**config.mk**
```make
export PLATFORM = sky130hd
export DESIGN_NAME = instr_fetch
export DESIGN_NICKNAME = d
export VERILOG_FILES = /design/src/rtl/instr_fetch.sv
export SDC_FILE = /design/constraint.sdc
export NUM_CORES = 1
export LEC_CHECK = 0
export CAP_MARGIN = 20
export CORE_AREA = 8 8 109 111
export CTS_BUF_LIST = sky130_fd_sc_hd__clkbuf_4 sky130_fd_sc_hd__clkbuf_8
export CTS_CLUSTER_DIAMETER = 150
export DETAILED_ROUTE_END_ITERATION = 12
export DIE_AREA = 0 0 117 119
export HOLD_SLACK_MARGIN = 0.06
export PLACE_DENSITY_LB_ADDON = 0.05
export REMOVE_ABC_BUFFERS = 1
export SYNTH_ARGS = -nofsm -noshare
export SYNTH_HDL_FRONTEND = slang
export SYNTH_SLANG_ARGS = --single-unit
```
**constraint.sdc**
```tcl
create_clock -name clk -period 9.5 [get_ports clk]
set_clock_uncertainty 0.2 [all_clocks]
set_input_delay 1.9 -clock clk [delete_from_list [all_inputs] [get_ports clk]]
set_output_delay 1.9 -clock clk [all_outputs]
set_load 0.02 [all_outputs]
```
**src/rtl/instr_fetch.sv**
```systemverilog
// Instruction fetch unit: holds the PC, addresses the combinational ROM and hands
// {instr, pc} to decode over valid/ready. Define FETCH_SKID_EN for a 2-entry output FIFO.
module instr_fetch #(
    parameter int unsigned WIDTH               = 32,
    parameter int unsigned INSTRACTION_NUMBERS = 1
) (
    input  logic             clk,
    input  logic             rst,
    input  logic             en,
    output logic [WIDTH-1:0] imem_addr,
    input  logic [WIDTH-1:0] imem_data,
    input  logic             redirect,
    input  logic [WIDTH-1:0] redirect_target,
    output logic [WIDTH-1:0] instr,
    output logic [WIDTH-1:0] instr_pc,
    output logic             instr_valid,
    input  logic             instr_ready,
    output logic             halted
);

    // One extra bit so a program size of 2^WIDTH still compares correctly.
    localparam logic [WIDTH:0] LIMIT = (WIDTH+1)'(INSTRACTION_NUMBERS);

    logic [WIDTH-1:0] pc_q, pc_d;
    logic             buffer_can_accept;
    logic             fetch;

    assign imem_addr = pc_q;
    assign halted    = ({1'b0, pc_q} >= LIMIT);
    assign fetch     = en && !halted && !redirect && buffer_can_accept;

    always_comb begin
        pc_d = pc_q;
        if (redirect) begin
            pc_d = redirect_target;
        end else if (fetch) begin
            pc_d = pc_q + 1'b1;
        end
    end

    always_ff @(posedge clk or posedge rst) begin
        if (rst) begin
            pc_q <= '0;
        end else begin
            pc_q <= pc_d;
        end
    end

`ifdef FETCH_SKID_EN
    // Entry 0 is the head presented to decode; entry 1 is the skid slot.
    logic [WIDTH-1:0] e0_instr_q, e0_instr_d, e0_pc_q, e0_pc_d;
    logic [WIDTH-1:0] e1_instr_q, e1_instr_d, e1_pc_q, e1_pc_d;
    logic [1:0]       count_q, count_d;
    logic             pop;

    assign buffer_can_accept = (count_q < 2'd2);
    assign pop               = (count_q != 2'd0) && instr_ready;
    assign instr_valid       = (count_q != 2'd0);
    assign instr             = e0_instr_q;
    assign instr_pc          = e0_pc_q;

    always_comb begin
        e0_instr_d = e0_instr_q;
        e0_pc_d    = e0_pc_q;
        e1_instr_d = e1_instr_q;
        e1_pc_d    = e1_pc_q;
        count_d    = count_q;
        if (redirect) begin
            count_d = 2'd0;
        end else if (pop && fetch) begin
            // Only reachable with one entry held: the new word replaces the head.
            e0_instr_d = imem_data;
            e0_pc_d    = pc_q;
        end else if (pop) begin
            if (count_q == 2'd2) begin
                e0_instr_d = e1_instr_q;
                e0_pc_d    = e1_pc_q;
                count_d    = 2'd1;
            end else begin
                count_d = 2'd0;
            end
        end else if (fetch) begin
            if (count_q == 2'd0) begin
                e0_instr_d = imem_data;
                e0_pc_d    = pc_q;
                count_d    = 2'd1;
            end else begin
                e1_instr_d = imem_data;
                e1_pc_d    = pc_q;
                count_d    = 2'd2;
            end
        end
    end

    always_ff @(posedge clk or posedge rst) begin
        if (rst) begin
            e0_instr_q <= '0;
            e0_pc_q    <= '0;
            e1_instr_q <= '0;
            e1_pc_q    <= '0;
            count_q    <= 2'd0;
        end else begin
            e0_instr_q <= e0_instr_d;
            e0_pc_q    <= e0_pc_d;
            e1_instr_q <= e1_instr_d;
            e1_pc_q    <= e1_pc_d;
            count_q    <= count_d;
        end
    end
`else
    logic [WIDTH-1:0] instr_q, instr_d, ipc_q, ipc_d;
    logic             valid_q, valid_d;

    assign buffer_can_accept = !valid_q || instr_ready;
    assign instr_valid       = valid_q;
    assign instr             = instr_q;
    assign instr_pc          = ipc_q;

    always_comb begin
        instr_d = instr_q;
        ipc_d   = ipc_q;
        valid_d = valid_q;
        if (redirect) begin
            valid_d = 1'b0;
        end else if (fetch) begin
            instr_d = imem_data;
            ipc_d   = pc_q;
            valid_d = 1'b1;
        end else if (valid_q && instr_ready) begin
            valid_d = 1'b0;
        end
    end

    always_ff @(posedge clk or posedge rst) begin
        if (rst) begin
            instr_q <= '0;
            ipc_q   <= '0;
            valid_q <= 1'b0;
        end else begin
            instr_q <= instr_d;
            ipc_q   <= ipc_d;
            valid_q <= valid_d;
        end
    end
`endif

endmodule

```
==> run_1/clock_nets.png <==
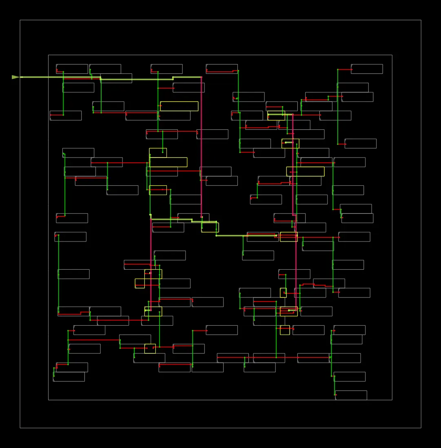
clock latency on the worst-skew pair: 0.35 ns
CTS Buf Count: 9
Clock Power: 315 uW
CTS Sinks: 97

==> run_1/closeup.png <==
Window x 9 to 49, y 69 to 109 um. Cells in gray, sequential cells in the stronger gray; small squares are vias.
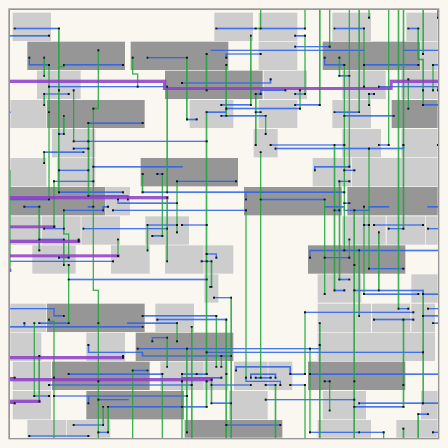
Key: purple = M3; green = M2; blue = M1
72 logic cells have their middle in the window. Sequential cells in the window: 16. Netlist names of flops here include imem_addr (14). Most frequent: clkdlybuf4s50_1 (28), mux2_2 (16), dfrtp_1 (16).

==> tab_implementation.tex, run 1 <==
% Generated from flow reports
\begin{tabular}{lr}
\hline
Metric & Value \\
\hline
\multicolumn{2}{l}{\textbf{Outcome}} \\
\quad Run status & finished, final reports clean \\
\multicolumn{2}{l}{\textbf{Routing}} \\
\quad Count of TritonRoute iterations in the first routing pass & 3 \\
\quad Detail-routed via count per cell & between 4 and 5 \\
\quad Drt wl/cell & approximately 17 um \\
\quad Drt total wl & 9160 um \\
\quad Starting DRC count in detailed routing & 83 \\
\quad Overall via count from detail\_route & 2,463 \\
\quad Max Used Layer & met4 \\
\quad Post-route met1 wirelength & 3780 um \\
\quad ANT nets after route & 0 \\
\quad Met3 Routed Length & between 900 and 1000 um \\
\multicolumn{2}{l}{\textbf{Global route}} \\
\quad Wire length of the first global-routing pass & around 15,000 um \\
\quad Pin count of the biggest net entering global routing & 65 \\
\quad Antenna violations before repair & 0 \\
\quad Overflow left after global routing & 0 \\
\quad Vias in the first global route & $\sim$2,700 \\
\quad Global routing usage summed across all routing layers & 0.134 \\
\multicolumn{2}{l}{\textbf{Timing}} \\
\quad RSZ-0062 raised after global routing & no \\
\quad Final worst-path setup slack & a little over 5 ns \\
\quad Total negative slack & 0 ns \\
\quad Number of setup violations in the final report & 0 \\
\quad Final critical path time including I/O delays and setup & 4.43 ns \\
\quad Headroom to the max-slew limit & 0.507 \\
\quad Final max-slew violation count & 0 \\
\quad Fin Hold WS & 0.290 ns \\
\quad Slew at the pin closest to its max-slew limit & 0.740 ns \\
\quad Final Hold Fails & 0 \\
\multicolumn{2}{l}{\textbf{Min path}} \\
\quad Worst hold path depth & 1 \\
\quad Destination of the worst hold path & instr[1] \\
\quad Startpoint of the lowest-slack hold path & instr[1] \\
\multicolumn{2}{l}{\textbf{Die}} \\
\quad Area of the chip & 0.0139 mm\^{}2 \\
\quad Die X & 117 um \\
\quad Core Util at FP & 0.363 \\
\quad Floorplan Core Area & 0.0101 mm\^{}2 \\
\quad Ports & around 170 \\
\quad Rows & 37 \\
\multicolumn{2}{l}{\textbf{Power and ir drop}} \\
\quad IR drop worst, VDD & 74.5 uV \\
\quad Part of the total power dissipated in sequential elements & 0.502 \\
\quad Total power density per cell area & 156 mW/mm\^{}2 \\
\quad Leakage & approximately 0.0026 uW \\
\quad Switching share of power & 0.235 \\
\quad Portion of total power attributed to combinational logic & 0.144 \\
\quad Relative contribution of the clock network to total power & 0.355 \\
\quad Internal cell power & 679 uW \\
\multicolumn{2}{l}{\textbf{Setup path}} \\
\quad Kind of start point of the critical path & flop \\
\quad Crit path cell chain & inv\_1 > ha\_1 > nor4\_1 > and4\_1 > nand2\_1 > clkdlybuf4s50\_1 \\
\quad Worst reg2reg setup slack & 6.55 ns \\
\quad Max stage delay on crit path & 0.56 ns \\
\quad Reg-to-reg critical path startpoint & imem\_addr[1] \\
\quad Number of cells on the worst reg-to-reg path & 7 \\
\quad Req. time, crit path & 7.40 ns \\
\quad Worst setup path class & flop to output port \\
\quad Endpoint arrival time on the critical path & 2.33 ns \\
\quad End of the worst register-to-register path & instr[28] \\
\multicolumn{2}{l}{\textbf{Yosys}} \\
\quad Count of mapped cells out of synthesis & 239 \\
\quad Number of distinct library cells after synthesis & 26 \\
\quad Number of warnings issued by yosys & 0 \\
\quad Area share of and-or/or-and cells after synthesis & 0.0140 \\
\quad Seq/Total Area, Yosys & 0.663 \\
\quad Cell count listed in synth\_stat.txt & approximately 240 \\
\quad Post-synthesis average cell area & 15.3 um\^{}2 \\
\quad Synthesized-area fraction occupied by xor and xnor cells & 0 \\
\quad Simple-Gate Area Share & 0.0970 \\
\quad Adder and majority cell fraction of the synthesized area & 0.0102 \\
\quad Cell type with the largest total area & sky130\_fd\_sc\_hd\_\_dfrtp\_1 \\
\quad Dominant non-sequential cell family after synthesis & multiplexers \\
\multicolumn{2}{l}{\textbf{Finish}} \\
\quad \# fillers & 905 \\
\quad Area overhead of the layout relative to synthesis & 55.6\% \\
\quad Final Cell Area & between 0.005 and 0.006 mm\^{}2 \\
\quad Fraction of layout cells with a size suffix above 1 & 0.133 \\
\quad Antenna Diode Count & 0 \\
\quad Final Net Count & between 400 and 500 \\
\quad Finished Layout Cells & 550 \\
\quad Seq. cell area & 0.00243 mm\^{}2 \\
\quad Logic area & 0.00115 mm\^{}2 \\
\quad Finished Core Util & 0.565 \\
\multicolumn{2}{l}{\textbf{Place}} \\
\quad Routability cong. & 0.701 \\
\quad Number of buffers added on ports & between 150 and 200 \\
\quad Post-DP HPWL & slightly below 7000 um \\
\quad Total placed cells including tap cells & 534 \\
\quad Post-DP Area & 0.00546 mm\^{}2 \\
\quad Worst slack, placed & 5.29 ns \\
\multicolumn{2}{l}{\textbf{Clock network}} \\
\quad Clock tree from TritonCTS & yes \\
\quad Number of buffers inserted to repair setup after CTS & 0 \\
\quad Longest Clk Path Bufs & 2 \\
\quad Clock H-tree levels & 3 \\
\quad Count of hold buffers inserted by post-cts repair & 0 \\
\quad Count of cells resized by post-cts repair & 0 \\
\multicolumn{2}{l}{\textbf{Flow run}} \\
\quad Stage-log warning count & 27 \\
\hline
\end{tabular}
==> run_1/port_trees.png <==
The bar under the picture is 20 um long.
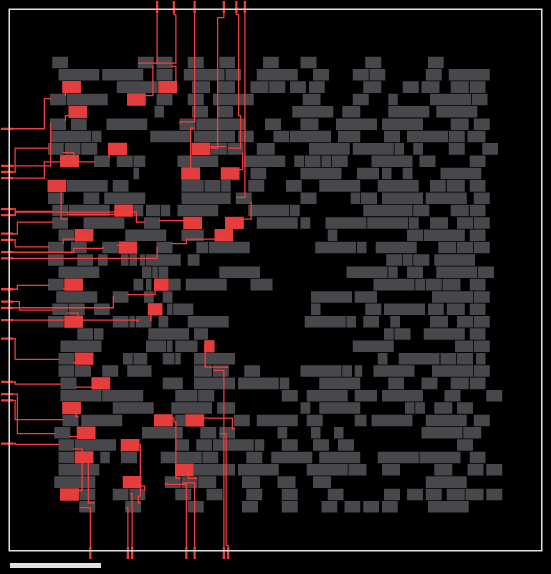
Key: red = redirect_target [bits 32, direction input, edge 19 left, 7 bottom, 6 top, end cells 32, buffers 32, wire 868 um]

[run 1: worst max-delay path, delay by kind of cell, from the launching register on]
| family | cells | cell delay, ns |
|---|---|---|
| buf+inv | 2 | 0.65 |
| simple gates | 3 | 0.72 |
| fa+ha+maj | 1 | 0.18 |
| flops | 1 | 0.43 |
[run 1: cell type report]
type / instances / share of cell area
Sequential cell: 97 / 0.426
Clock inverter: 7 / 0.0209
Timing Repair Buffer: 169 / 0.296
Inverter: 5 / 0.00373
Tap cell: 136 / 0.0299
Clock buffer: 9 / 0.0217
Multi-Input combinational cell: 127 / 0.202
[run 1: worst max path at each step]
stage	startpoint	endpoint	slack [ns]	depth (start not counted)
after floorplan	instr_ready	instr[27]	4.78	4
after global placement	en	instr[30]	5.34	5
after detailed placement	en	instr[28]	5.29	5
after CTS	imem_addr[1]	halted	5.01	6
after global routing	imem_addr[1]	halted	4.86	6
final	imem_addr[1]	halted	5.07	6
[run 1: flip-flops by register name (all words and copies together) (netlist names)]
| register | flops |
|---|---|
| imem_addr | 32 |
| instr_valid | 1 |
| instr | 32 |
| instr_pc | 32 |
[run 1: power by group through the flow]
stage | Clock, uW | Sequential (uW) | Combinational, uW
5_1_grt | 345 | 449 | 136
6_report | 315 | 445 | 127
3_3_place_gp | 0 | 453 | 129
4_1_cts | 327 | 446 | 131
3_5_place_dp | 0 | 454 | 130
2_1_floorplan | 0 | 475 | 28.0
[run 1: per-layer routing]
metal	track usage	up-vias
li1	-	1172
met3	0.0551	9
met2	0.209	102
met4	0.0528	0
met1	0.160	1180
met5	0	-
[run 1: placed cells by master (no fill, tap or decap), types with 2 or more instances in the layout]
cell,n
sky130_fd_sc_hd__nand2_1,3
sky130_fd_sc_hd__a2bb2oi_1,2
sky130_fd_sc_hd__nand4_1,3
sky130_fd_sc_hd__ha_1,3
sky130_fd_sc_hd__nor4_1,8
sky130_fd_sc_hd__nor2b_1,30
sky130_fd_sc_hd__clkinvlp_4,2
sky130_fd_sc_hd__and4_1,2
sky130_fd_sc_hd__dfrtp_1,97
sky130_fd_sc_hd__clkdlybuf4s50_1,166
sky130_fd_sc_hd__buf_4,3
sky130_fd_sc_hd__nand2b_1,2
sky130_fd_sc_hd__a31oi_1,2
sky130_fd_sc_hd__mux2_1,30
sky130_fd_sc_hd__inv_1,4
sky130_fd_sc_hd__clkbuf_8,9
sky130_fd_sc_hd__bufinv_16,3
sky130_fd_sc_hd__mux2_2,33
[run 1: cell usage after synthesis, drive strengths merged]
| cell | n |
|---|---|
| dfrtp | 97 |
| mux2 | 63 |
| nor2b | 30 |
| buf | 9 |
| nor4 | 9 |
| inv | 5 |
| ha | 3 |
| nand2 | 3 |
| nand4 | 3 |
| a2bb2oi | 2 |
| a31oi | 2 |
| and4 | 2 |
| nand2b | 2 |
| a21oi | 1 |
| and2 | 1 |
| and3 | 1 |
| clkbuf | 1 |
| nand3 | 1 |
| nor2 | 1 |
| nor4b | 1 |
| o31a | 1 |
| o31ai | 1 |
==> run 2: changes to the inputs <==
- clock period: 9.5 -> 3.9 ns (I/O delays scaled with it)
==> run_2/port_trees.png <==
The bar under the picture is 20 um long.
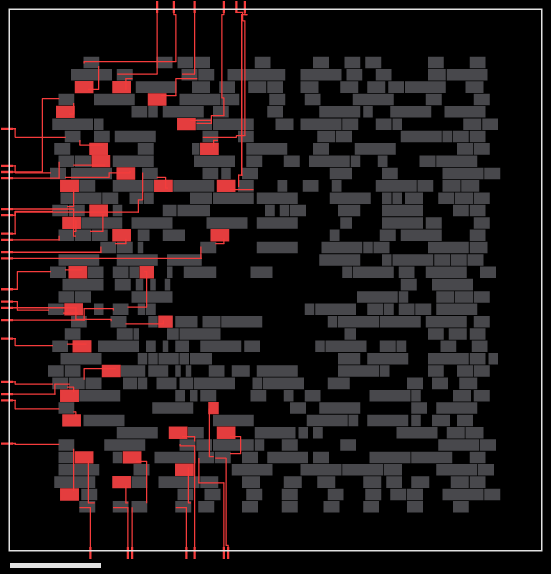
number of buffers added on ports: 166
Ports: 167

==> tab_implementation.tex, run 2 <==
% Generated from flow reports
\begin{tabular}{lr}
\hline
Metric & Value \\
\hline
\multicolumn{2}{l}{\textbf{Place}} \\
\quad Worst slack, placed & around 1.0 ns \\
\quad Total placed cells including tap cells & 534 \\
\quad Post-DP HPWL & 6980 um \\
\quad Routability cong. & roughly 0.72 \\
\quad Post-DP Area & 0.00548 mm\^{}2 \\
\multicolumn{2}{l}{\textbf{Yosys}} \\
\quad Cell types occupying the most area after synthesis & sky130\_fd\_sc\_hd\_\_dfrtp\_1, sky130\_fd\_sc\_hd\_\_mux2\_2, sky130\_fd\_sc\_hd\_\_mux2\_1 \\
\quad Simple-Gate Area Share & 0.0970 \\
\quad Seq/Total Area, Yosys & 0.663 \\
\quad Top-area cell type share of the netlist area & 0.663 \\
\quad YS chip area & 0.00366 mm\^{}2 \\
\quad Post-synth top cells & sky130\_fd\_sc\_hd\_\_dfrtp\_1, sky130\_fd\_sc\_hd\_\_mux2\_2, sky130\_fd\_sc\_hd\_\_mux2\_1, sky130\_fd\_sc\_hd\_\_nor2b\_1, sky130\_fd\_sc\_hd\_\_nor4\_1 \\
\quad Count of flip-flops with a built-in enable after synthesis & 0 \\
\quad Cell type with the largest total area & sky130\_fd\_sc\_hd\_\_dfrtp\_1 \\
\quad Synthesized-area fraction occupied by xor and xnor cells & 0 \\
\quad Cell count listed in synth\_stat.txt & 239 \\
\quad Number of distinct library cells after synthesis & 26 \\
\quad Top-count cell post-synth & sky130\_fd\_sc\_hd\_\_dfrtp\_1 \\
\quad Flops \& latches, synth & 97 \\
\quad Count of mapped cells out of synthesis & roughly 240 \\
\quad Adder and majority cell fraction of the synthesized area & 0.0102 \\
\quad Area share of and-or/or-and cells after synthesis & 0.0140 \\
\quad Number of warnings issued by yosys & 0 \\
\quad Post-synthesis async set-or-reset flop share & 1.00 \\
\quad Most instantiated flip-flop cell in the synthesis netlist & sky130\_fd\_sc\_hd\_\_dfrtp\_1 \\
\quad Dominant non-sequential cell family after synthesis & multiplexers \\
\quad Cell area after technology mapping & 0.00366 mm\^{}2 \\
\quad Post-synthesis average cell area & around 15 um\^{}2 \\
\quad Mux cell area share after synthesis & 0.194 \\
\multicolumn{2}{l}{\textbf{Timing}} \\
\quad Total negative slack & 0 ns \\
\quad RSZ-0062 raised after global routing & no \\
\quad Share of the cycle needed by the critical path after routing & 0.823 \\
\quad Headroom to the max-slew limit & 0.624 \\
\quad Final max-slew violation count & 0 \\
\quad Final critical path time including I/O delays and setup & $\sim$3.2 ns \\
\quad Final Hold Fails & 0 \\
\quad Slew at the pin closest to its max-slew limit & 0.563 ns \\
\quad Highest clock rate & 311 MHz \\
\quad Number of setup violations in the final report & 0 \\
\quad Final worst-path setup slack & 0.689 ns \\
\multicolumn{2}{l}{\textbf{Setup path}} \\
\quad Sort of element at the end of the critical path & output port \\
\quad Crit-path max FO & 5 \\
\quad Number of cells on the worst reg-to-reg path & 7 \\
\quad Launching instance or port of the critical path & imem\_addr[1] \\
\quad Worst setup path class & flop to output port \\
\quad Endpoint arrival time on the critical path & 2.23 ns \\
\quad Worst reg2reg setup slack & 1.26 ns \\
\quad End of the worst register-to-register path & instr[21] \\
\quad Reg-to-reg critical path startpoint & imem\_addr[1] \\
\quad Req. time, crit path & 2.92 ns \\
\quad Kind of start point of the critical path & flop \\
\multicolumn{2}{l}{\textbf{Routing}} \\
\quad Detail-routed via count per cell & between 4 and 5 \\
\quad Drt total wl & 9340 um \\
\quad Overall via count from detail\_route & 2,473 \\
\quad Drt wl/cell & about 17 um \\
\quad Residual DRC count & 0 \\
\quad Count of TritonRoute iterations in the first routing pass & 4 \\
\quad ANT nets after route & 0 \\
\quad Starting DRC count in detailed routing & 93 \\
\multicolumn{2}{l}{\textbf{Finish}} \\
\quad Final Net Count & 481 \\
\quad Final Cell Area & about 0.0056 mm\^{}2 \\
\quad Finished Core Util & 0.560 \\
\quad Finished Layout Cells & 549 \\
\quad Highest-count cells in the layout ignoring fill and taps & sky130\_fd\_sc\_hd\_\_clkdlybuf4s50\_1, sky130\_fd\_sc\_hd\_\_dfrtp\_1, sky130\_fd\_sc\_hd\_\_mux2\_2, sky130\_fd\_sc\_hd\_\_mux2\_1, sky130\_fd\_sc\_hd\_\_nor2b\_1 \\
\quad Top logic cell by instance count in the layout & sky130\_fd\_sc\_hd\_\_clkdlybuf4s50\_1 \\
\quad Area overhead of the layout relative to synthesis & 54.2\% \\
\quad Fraction of layout cells with a size suffix above 1 & 0.131 \\
\quad Antenna Diode Count & 0 \\
\multicolumn{2}{l}{\textbf{Global route}} \\
\quad Pin count of the biggest net entering global routing & 65 \\
\quad Most congested layer reported by global routing & met2 \\
\quad Overflow left after global routing & 0 \\
\quad Routing usage on met3 & 0.0561 \\
\quad Global routing usage summed across all routing layers & 0.135 \\
\quad Antenna violations before repair & 0 \\
\quad Vias in the first global route & 2,812 \\
\quad Met1 demand-to-capacity share in global routing & 0.165 \\
\quad Wire length of the first global-routing pass & 14,800 um \\
\quad Global-route track usage on met2 & 0.211 \\
\multicolumn{2}{l}{\textbf{Clock network}} \\
\quad CTS Buf Count & 9 \\
\quad Clock H-tree levels & 3 \\
\quad Count of cells resized by post-cts repair & 0 \\
\quad Root buf cell & sky130\_fd\_sc\_hd\_\_clkbuf\_8 \\
\quad Longest Clk Path Bufs & 2 \\
\quad Clock tree from TritonCTS & yes \\
\quad Clock latency on the worst-skew pair & 0.35 ns \\
\quad Count of hold buffers inserted by post-cts repair & 0 \\
\quad Number of buffers inserted to repair setup after CTS & 0 \\
\quad CTS Sinks & 97 \\
\quad Clock-pin slew of the registers on the worst-case setup and hold paths & around 0.090 ns \\
\multicolumn{2}{l}{\textbf{Min path}} \\
\quad Min-delay worst type & flop to flop \\
\quad Worst hold path depth & 1 \\
\quad Startpoint of the lowest-slack hold path & instr[23] \\
\quad Destination of the worst hold path & instr[23] \\
\multicolumn{2}{l}{\textbf{Die}} \\
\quad Die X & $\sim$120 um \\
\quad Floorplan Core Area & 0.0101 mm\^{}2 \\
\quad Vertical die size & 119 um \\
\quad Area of the chip & 0.0139 mm\^{}2 \\
\quad Core Util at FP & 0.363 \\
\quad Rows & 37 \\
\multicolumn{2}{l}{\textbf{Outcome}} \\
\quad Run status & finished, final reports clean \\
\multicolumn{2}{l}{\textbf{Flow run}} \\
\quad Maximum capacitance violations & 0 \\
\quad Stage-log warning count & 27 \\
\multicolumn{2}{l}{\textbf{Power and ir drop}} \\
\quad IR drop worst, VDD & between 150 and 200 uV \\
\quad Leakage & about 0.0025 uW \\
\quad Total power density per cell area & 350 mW/mm\^{}2 \\
\hline
\end{tabular}
==> run_2/clock_nets.png <==
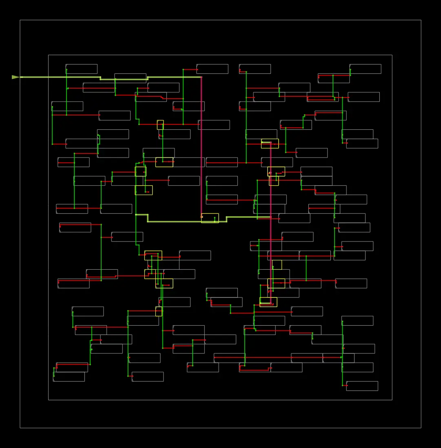
number of clock-tree buffers in the layout: 9
Clock Power: 579 uW
flip-flops: 97

-- run 2: cell type report --
cell class | instances | area (um^2)
Clock buffer | 9 | 124
Clock inverter | 6 | 42.5
Fill cell | 898 | 4440
Inverter | 5 | 21.3
Multi-Input combinational cell | 127 | 1150
Sequential cell | 97 | 2430
Tap cell | 136 | 170
Timing Repair Buffer | 169 | 1710
-- run 2: metal layers --
| layer | wire length (um) | vias to the layer above | share of wire |
|---|---|---|---|
| met3 | 988 | 8 | 0.11 |
| met5 | 0 | - | 0 |
| li1 | - | 1167 | - |
| met2 | 4270 | 99 | 0.46 |
| met4 | 123 | 0 | 0.013 |
| met1 | 3950 | 1199 | 0.42 |
-- run 2: cell families (layout without fill, tap and decap cells) --
family          Yosys count  after routing
compound gates            7              7
fa+ha+maj                 3              3
buf+inv                  15            189
flops                    97             97
mux                      63             63
simple gates             54             54
-- run 2: power by group --
| group | internal (uW) | switching (uW) |
|---|---|---|
| clock network | 231 | 348 |
| logic | 178 | 134 |
| registers | 1050 | 33.7 |
-- run 2: worst max-delay path, cell delays in order (launching register included) --
cell and delay (ns):
sky130_fd_sc_hd__dfrtp_1 0.42, sky130_fd_sc_hd__inv_1 0.08, sky130_fd_sc_hd__ha_1 0.18, sky130_fd_sc_hd__nor4_1 0.25, sky130_fd_sc_hd__and4_1 0.34, sky130_fd_sc_hd__nand2_1 0.07
sky130_fd_sc_hd__clkdlybuf4s50_1 0.55
-- run 2: worst max path at each step --
stage                      to  slack, ns
detailed placement     halted       1.05
floorplan           instr[27]       0.01
global route           halted       0.46
global placement       halted       1.08
finish                 halted       0.69
CTS                    halted       0.65
-- run 2: through the flow --
| step | power [uW] | hold slack (ns) |
|---|---|---|
| 4_1_cts | 2010 | 0.297 |
| 2_1_floorplan | 1230 | 0.408 |
| 6_report | 1980 | 0.290 |
| 3_5_place_dp | 1420 | 0.274 |
| 5_1_grt | 2070 | 0.304 |
| 3_3_place_gp | 1420 | 0.267 |
Power is estimated from default activity; no workload was simulated.
